### src/rtl/instr_stream_decoder.sv
// Halfword stream buffer that assembles variable-length (1..3 halfword)
// instructions from fetch beats and presents one decoded instruction per pop.
module instr_stream_decoder #(
    parameter int HW_WIDTH = 16,
    parameter int FETCH_HW = 2,
    parameter int BUF_HW   = 8,
    parameter int GROUP_HI = 15,
    parameter int GROUP_LO = 14
) (
    input  logic                             clk,
    input  logic                             rst_n,
    input  logic                             flush,
    input  logic                             in_valid,
    output logic                             in_ready,
    input  logic [FETCH_HW*HW_WIDTH-1:0]     in_data,
    input  logic [$clog2(FETCH_HW+1)-1:0]    in_count,
    output logic                             out_valid,
    input  logic                             out_ready,
    output logic [3*HW_WIDTH-1:0]            out_instr,
    output logic [1:0]                       out_len,
    output logic [1:0]                       out_group,
    output logic [2*HW_WIDTH-1:0]            out_imm_s16,
    output logic [2*HW_WIDTH-1:0]            out_imm_32,
    output logic [$clog2(BUF_HW+1)-1:0]      level
);

    localparam int PW = $clog2(BUF_HW);
    localparam int LW = $clog2(BUF_HW+1);
    localparam int CW = $clog2(FETCH_HW+1);

    logic [HW_WIDTH-1:0] mem_q [BUF_HW];
    logic [HW_WIDTH-1:0] mem_d [BUF_HW];
    logic [PW-1:0]       rptr_q, rptr_d;
    logic [PW-1:0]       wptr_q, wptr_d;
    logic [LW-1:0]       level_q, level_d;

    logic [HW_WIDTH-1:0] hw0, hw1, hw2;
    logic [HW_WIDTH-1:0] hw1_z, hw2_z;
    logic [1:0]          grp;
    logic [1:0]          len;
    logic                push, pop;

    always_comb begin
        hw0 = mem_q[rptr_q];
        hw1 = mem_q[rptr_q + PW'(1)];
        hw2 = mem_q[rptr_q + PW'(2)];
        grp = hw0[GROUP_HI:GROUP_LO];
        case (grp)
            2'd0:    len = 2'd1;
            2'd1,
            2'd2:    len = 2'd2;
            default: len = 2'd3;
        endcase
        // Halfwords past the instruction end are zeroed before field extraction
        hw1_z = (len != 2'd1) ? hw1 : '0;
        hw2_z = (len == 2'd3) ? hw2 : '0;
    end

    assign out_instr   = {hw0, hw1_z, hw2_z};
    assign out_len     = len;
    assign out_group   = grp;
    assign out_imm_s16 = {{HW_WIDTH{hw1_z[HW_WIDTH-1]}}, hw1_z};
    assign out_imm_32  = {hw1_z, hw2_z};
    assign level       = level_q;

    // rst_n gating keeps in_ready low for the whole reset assertion
    assign in_ready  = rst_n && !flush &&
                       (level_q <= LW'(BUF_HW - FETCH_HW));
    assign out_valid = !flush && (level_q != '0) &&
                       (level_q >= LW'(len));

    assign push = in_valid && in_ready;
    assign pop  = out_valid && out_ready;

    always_comb begin
        mem_d   = mem_q;
        rptr_d  = rptr_q;
        wptr_d  = wptr_q;
        level_d = level_q;
        if (flush) begin
            rptr_d  = '0;
            wptr_d  = '0;
            level_d = '0;
        end else begin
            if (push) begin
                for (int i = 0; i < FETCH_HW; i++) begin
                    if (CW'(i) < in_count) begin
                        mem_d[wptr_q + PW'(i)] =
                            in_data[(FETCH_HW-1-i)*HW_WIDTH +: HW_WIDTH];
                    end
                end
                wptr_d = wptr_q + PW'(in_count);
            end
            if (pop) begin
                rptr_d = rptr_q + PW'(len);
            end
            level_d = level_q
                    + (push ? LW'(in_count) : '0)
                    - (pop ? LW'(len) : '0);
        end
    end

    always_ff @(posedge clk or negedge rst_n) begin
        if (!rst_n) begin
            rptr_q  <= '0;
            wptr_q  <= '0;
            level_q <= '0;
        end else begin
            rptr_q  <= rptr_d;
            wptr_q  <= wptr_d;
            level_q <= level_d;
        end
    end

    always_ff @(posedge clk) begin
        mem_q <= mem_d;
    end

endmodule

### config.mk
export PLATFORM = sky130hd
export DESIGN_NAME = instr_stream_decoder
export DESIGN_NICKNAME = d
export VERILOG_FILES = /design/src/rtl/instr_stream_decoder.sv
export SDC_FILE = /design/constraint.sdc
export NUM_CORES = 1
export LEC_CHECK = 0
export ABC_AREA = 1
export CORE_MARGIN = 4
export CORE_UTILIZATION = 30
export CTS_BUF_LIST = sky130_fd_sc_hd__clkbuf_2 sky130_fd_sc_hd__clkbuf_4 sky130_fd_sc_hd__clkbuf_8
export DETAILED_ROUTE_END_ITERATION = 8
export PLACE_DENSITY_LB_ADDON = 0.2
export SLEW_MARGIN = 10
export SYNTH_ARGS = -nofsm -noshare
export SYNTH_HDL_FRONTEND = slang
export SYNTH_SLANG_ARGS = --single-unit
### constraint.sdc
create_clock -name clk -period 4.65 [get_ports clk]
set_clock_uncertainty 0.15 [all_clocks]
set_input_delay 1.1625 -clock clk [delete_from_list [all_inputs] [get_ports clk]]
set_output_delay 1.1625 -clock clk [all_outputs]
set_load 0.01 [all_outputs]
==> results.cfg, run 1 <==
; implementation run metrics
[job]
drv_cap = 0

[drt]
postRouteAntennaNets = 0
wire_per_inst_um = 21.29
drc = 0
routed_wl_um = 49180

[layout]
mostFrequentLayoutCells = nand2_1, inv_1, nand3_1
nNetsFinal = 1845
syn2layout_area_growth_pct = 19.62
mostFrequentLayoutCell = nand2_1

[power]
pg_comb_uw = 6740
p_int_uw = 4965
comb_power_share_pct = 71.8
seq_cell_power_uw = 1580

[logic_synthesis]
yosys_cells = 1715
ys_area_mm2 = 0.01140
synth_top_area_share_pct = 33.72

[worst_setup_path]
r2r_end = level[2]
slowest_stage = clkdlybuf4s50_1

[die]
rows = 71

[min_path]
holdPathStages = 2
hp-class = reg2reg
min_from = wptr_q[1]

[outcome]
status = completed

[sta]
fin_ws_ns = 0.1095

[grt]
grt.overflow.total = 0
## run 1: repair_timing
action,CTS,global route
endpoints found under the setup margin,64,70
hold buffers,0,0
setup buffers,3,5
gates resized,6,18
pin swaps,1,3
## run 1: registers in the layout, indices dropped and copies added (netlist names)
register	count
level	4
rptr_q	3
wptr_q	3
mem_q	128
## run 1: logic make-up after synthesis
| logic type | count (synthesis) | share of synthesized area, % |
|---|---|---|
| buffers and inverters | 366 | 15.14 |
| AOI/OAI and AO/OA | 247 | 11.89 |
| adders and majority gates | 19 | 2.349 |
| xor gates and xnor gates | 6 | 0.5270 |
| and+or+nand+nor | 939 | 34.18 |
| DFF | 138 | 35.92 |
run_1/floorplan.png
The bar under the picture is 50 µm long. Pins as bars on the die edge.
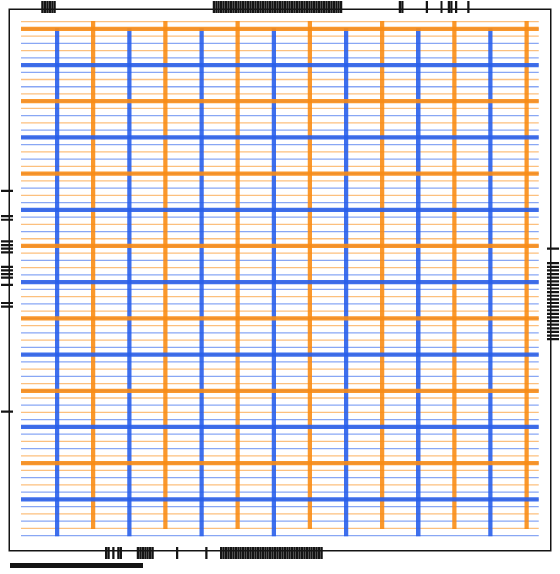
VSS -> blue
VDD -> orange
met4 straps = 14
met5 straps = 14

run_1/class_map.png
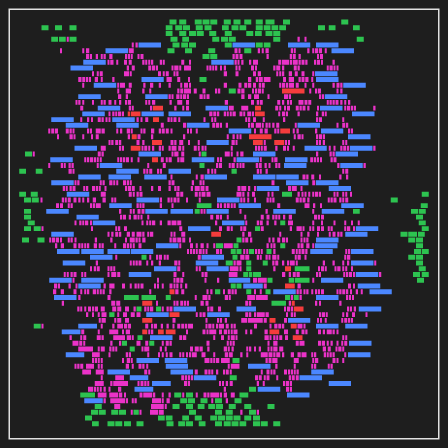
clock drivers and dummy loads -> red  # cells 31
remaining buffers and delay cells -> green  # cells 207
remaining logic cells -> magenta  # cells 1423
sequential cells -> blue  # cells 138

run_1/clock_wires.png
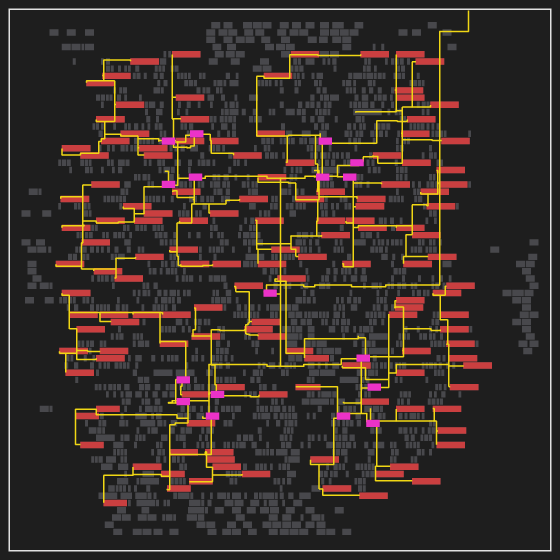
flip-flops -> red  # count 138
clock wires -> yellow  # length 2480 µm
clock-net drivers -> magenta  # count 17
flops lie = all over the die
routed clock nets = 18

run_1/congestion_map.png
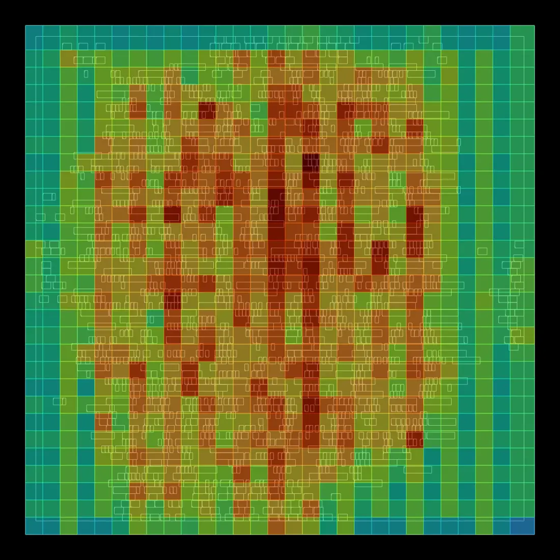

## Run 2: what changed since run 1
ABC_AREA = unset   (was 1)
CAP_MARGIN = 20   (was unset)
HOLD_SLACK_MARGIN = 0.02   (was unset)
run_2/congestion_map.png
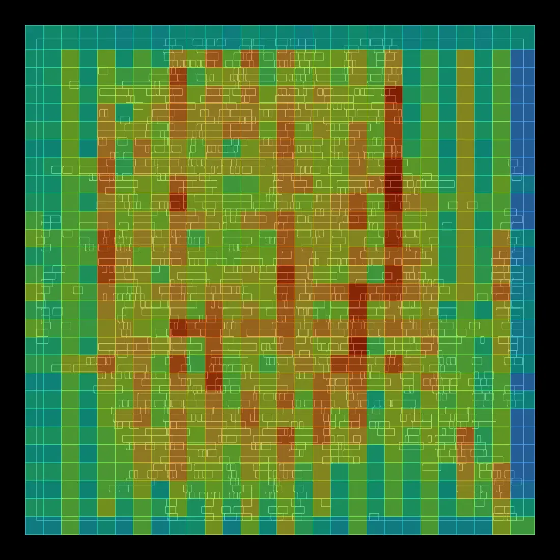
global route hottest layer: met2
grt met2 use: 26.76%
GRT Util Overall: 16.66%
GR Layer Usage met1: 23.44%

==> run 2 against run 1 <==
Compared with the run above: count of clock-buffer cells in the layout shrank 1; via count shrank 34%; final cell count shrank 32%; largest cell class unchanged.
==> results.cfg, run 2 <==
; implementation run metrics
[clock_network]
post_cts_buffers = 1
ctsResizeCount = 37
cts_hold_buf = 0

[worst_setup_path]
slowest_stage = clkdlybuf4s50_1
cp_max_fo = 16
crit_type = reg2out
r2r_end = level[3]
r2r_slack_ns = 0.32
crit_chain = mux2_2 > inv_1 > mux4_2 > ha_2 > or2_4 > o22ai_1 > clkdlybuf4s50_1

[drt]
vias = 7842
routed_wl_um = 32910
postRouteAntennaNets = 0
wire_per_inst_um = 21.01
drc = 0

[job]
drv_cap = 0

[power]
power_uw = 7121
powerDensity_mw_per_mm2 = 560.8
pg_comb_uw = 4520
seq_cell_power_uw = 1550
p_int_uw = 4364
comb_power_share_pct = 63.4

[die]
chipArea_mm2 = 0.03824
rows = 68

[sta]
rsz0062_at_grt = true
fmax_ghz = 0.2169
drv_slew = 0
fin_ws_ns = 0.03856

[logic_synthesis]
yosysTopAreaCell = edfxtp_1
synthXorXnorAreaFrac_pct = 0.4862
ys_area_mm2 = 0.01055
fa_ha_area_share_pct = 2.538
synthTopLogicFamily = multiplexers
mux_share_pct = 26.42
syn_inst = 1050
synth_top_area_share_pct = 36.43
simple_gate_share_pct = 9.913
ys_sh_aoi_pct = 10.80

[layout]
largest_register_ffs = 128
syn2layout_area_growth_pct = 20.34
mostFrequentLayoutCell = mux2i_1
mostFrequentLayoutCells = mux2i_1, edfxtp_1, clkdlybuf4s50_1
drive_gt1_share_pct = 15.39
post-route-util_pct = 36.67
nNetsFinal = 1158
top_register = mem_q

[outcome]
status = completed

[grt]
grt.overflow.total = 0

[min_path]
hp-class = reg2reg
holdPathStages = 2
min_from = mem_q[53]
run_2/class_map.png
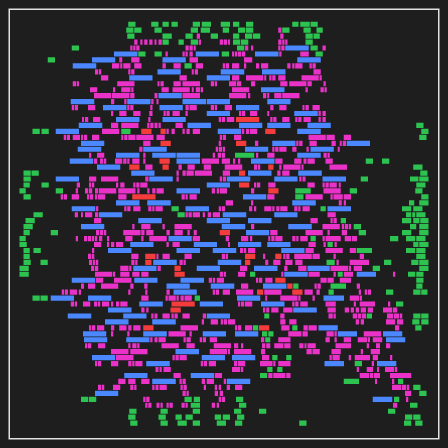
remaining buffers and delay cells -> green  # cells 197
clock drivers and dummy loads -> red  # cells 30
sequential cells -> blue  # cells 138
remaining logic cells -> magenta  # cells 746

run 2: cell types whose count changed in the layout (fill, tap and decap cells not counted), moves of 46 or more:
| cell | delta |
|---|---|
| clkdlybuf4s50_1 | -53 |
| mux4_2 | +49 |
| nand2_1 | -566 |
| nor2_1 | +54 |
| o211ai_1 | -46 |
| mux2i_1 | +148 |
| inv_1 | -145 |
| nand3_1 | -162 |
| o21ai_0 | -64 |
run 2: layout make-up:
class	count	area, µm²
Clock buffer	17	234.0
Clock inverter	13	172.7
Fill cell	3469	21930
Inverter	50	187.7
Multi-Input combinational cell	696	5418
Sequential cell	138	4099
Tap cell	455	569.3
Timing Repair Buffer	197	2017
run_2/clock_wires.png
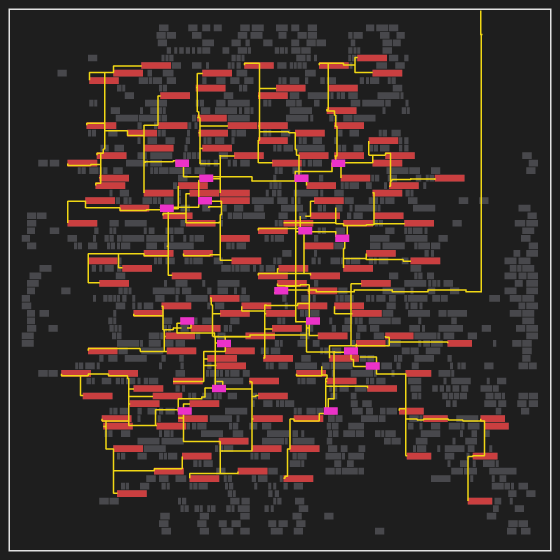

## Run 3: what changed since run 2
CORE_UTILIZATION = 40   (was 30)
run_3/clock_wires.png
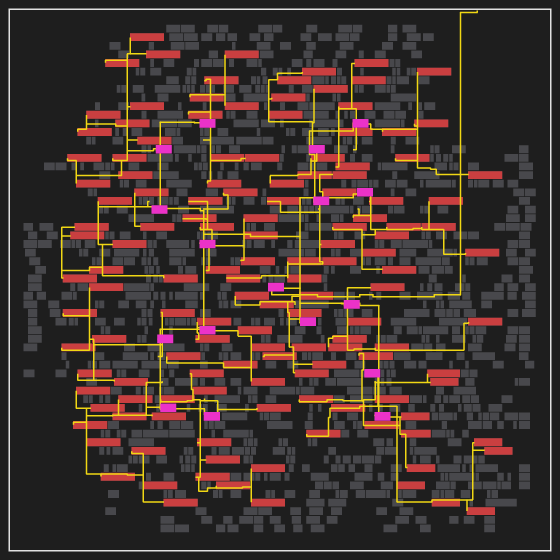
flip-flops -> red  # count 138
clock wires -> yellow  # length 2170 µm
clock-net drivers -> magenta  # count 17
routed clock nets = 18

run_3/floorplan.png
The bar under the picture is 50 µm long. Pins as bars on the die edge.
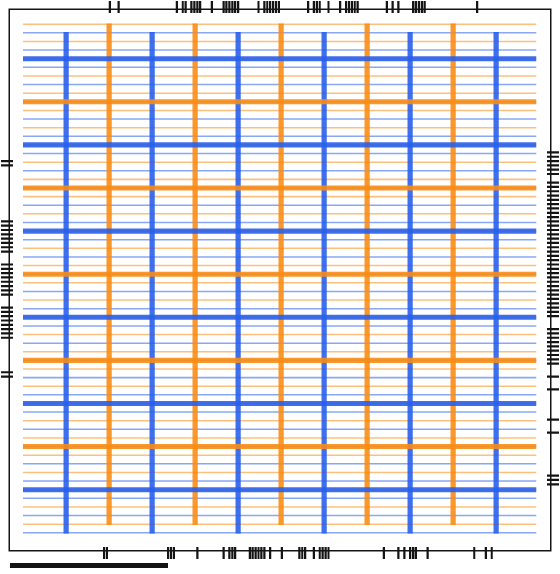
VSS -> blue
VDD -> orange
met4 straps = 11
rows = 59
signal pins = 161

==> run 3 against run 2 <==
Compared with the run above: synthesized cell count did not move; register-to-register slack improved by 0.11 ns; critical path depth rose by 4; largest cell class unchanged.
==> results.cfg, run 3 <==
; implementation run metrics
[outcome]
status = completed

[logic_synthesis]
mux_share_pct = 26.42
ys_area_mm2 = 0.01055
synthXorXnorAreaFrac_pct = 0.4862
fa_ha_area_share_pct = 2.538
synth_top_area_share_pct = 36.43
ys_sh_aoi_pct = 10.80
simple_gate_share_pct = 9.913

[power]
seq_cell_power_uw = 1550
pg_comb_uw = 4440
p_int_uw = 4420

[grt]
grt_usage_pct = 20.33

[worst_setup_path]
slowest_stage = dfrtp_4
crit_chain = mux2_2 > inv_1 > mux4_2 > buf_4 > inv_1 > ha_1 > nor2b_2 > buf_12 > nand2_1 > o21ai_1 > dlygate4sd2_1
crit_type = reg2out
r2r_slack_ns = 0.43
cp_max_fo = 15
r2r_end = level[3]

[sta]
rsz0062_at_grt = true
drv_slew = 0

[layout]
mostFrequentLayoutCells = mux2i_1, edfxtp_1, nand2_1, nor2_1, a21oi_1
syn2layout_area_growth_pct = 19.81
post-route-util_pct = 48.65
drive_gt1_share_pct = 15.72
nNetsFinal = 1152
largest_register_ffs = 128

[drt]
drc = 0
wire_per_inst_um = 20.52
routed_wl_um = 29580
postRouteAntennaNets = 0

[min_path]
hp-class = reg2reg
min_from = mem_q[113]

[clock_network]
cts_hold_buf = 0
run 3: netlist changes by cell type in the layout (fill, tap and decap cells not counted), sizes merged, moves of 2 or more:
cell,change
clkdlybuf4s50,-20
dlymetal6s2s,+12
dlygate4sd2,+8
buf,-4
bufinv,+2
clkinv,+2
inv,-2
run 3: layout make-up:
type                       count  area, µm²  share of cell area, %
multi-input combinational    695       5517                  43.64
inverter                      50      187.7                  1.485
clock buffer                  18      241.5                  1.910
sequential                   138       4099                  32.42
tap                          335      419.2                  3.316
clock inverter                14      202.7                  1.603
timing repair buffer         192       1976                  15.63
run 3: what timing repair did:
action / in CTS / in global routing
endpoints found under the setup margin: 95 / 67
gates resized: 45 / 76
setup buffers: 0 / 2
pin swaps: 0 / 0

==> gallery <==
Wiring by layer.
The bar under the picture is 50 µm long.
image #1
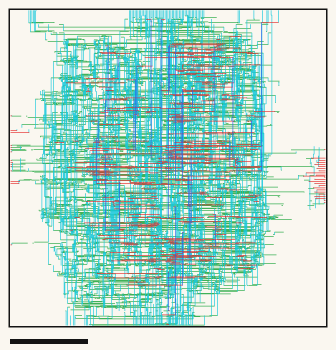
image #2
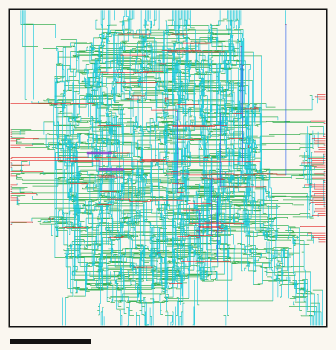
image #2 -> run 2
image #1 -> run 1
The one with the most wire is image #1.

Key to image #1:
M4 -> blue  # wire length 1320 µm
M1 -> green  # wire length 21.5 mm
M3 -> red  # wire length 4120 µm
M2 -> cyan  # wire length 22.2 mm

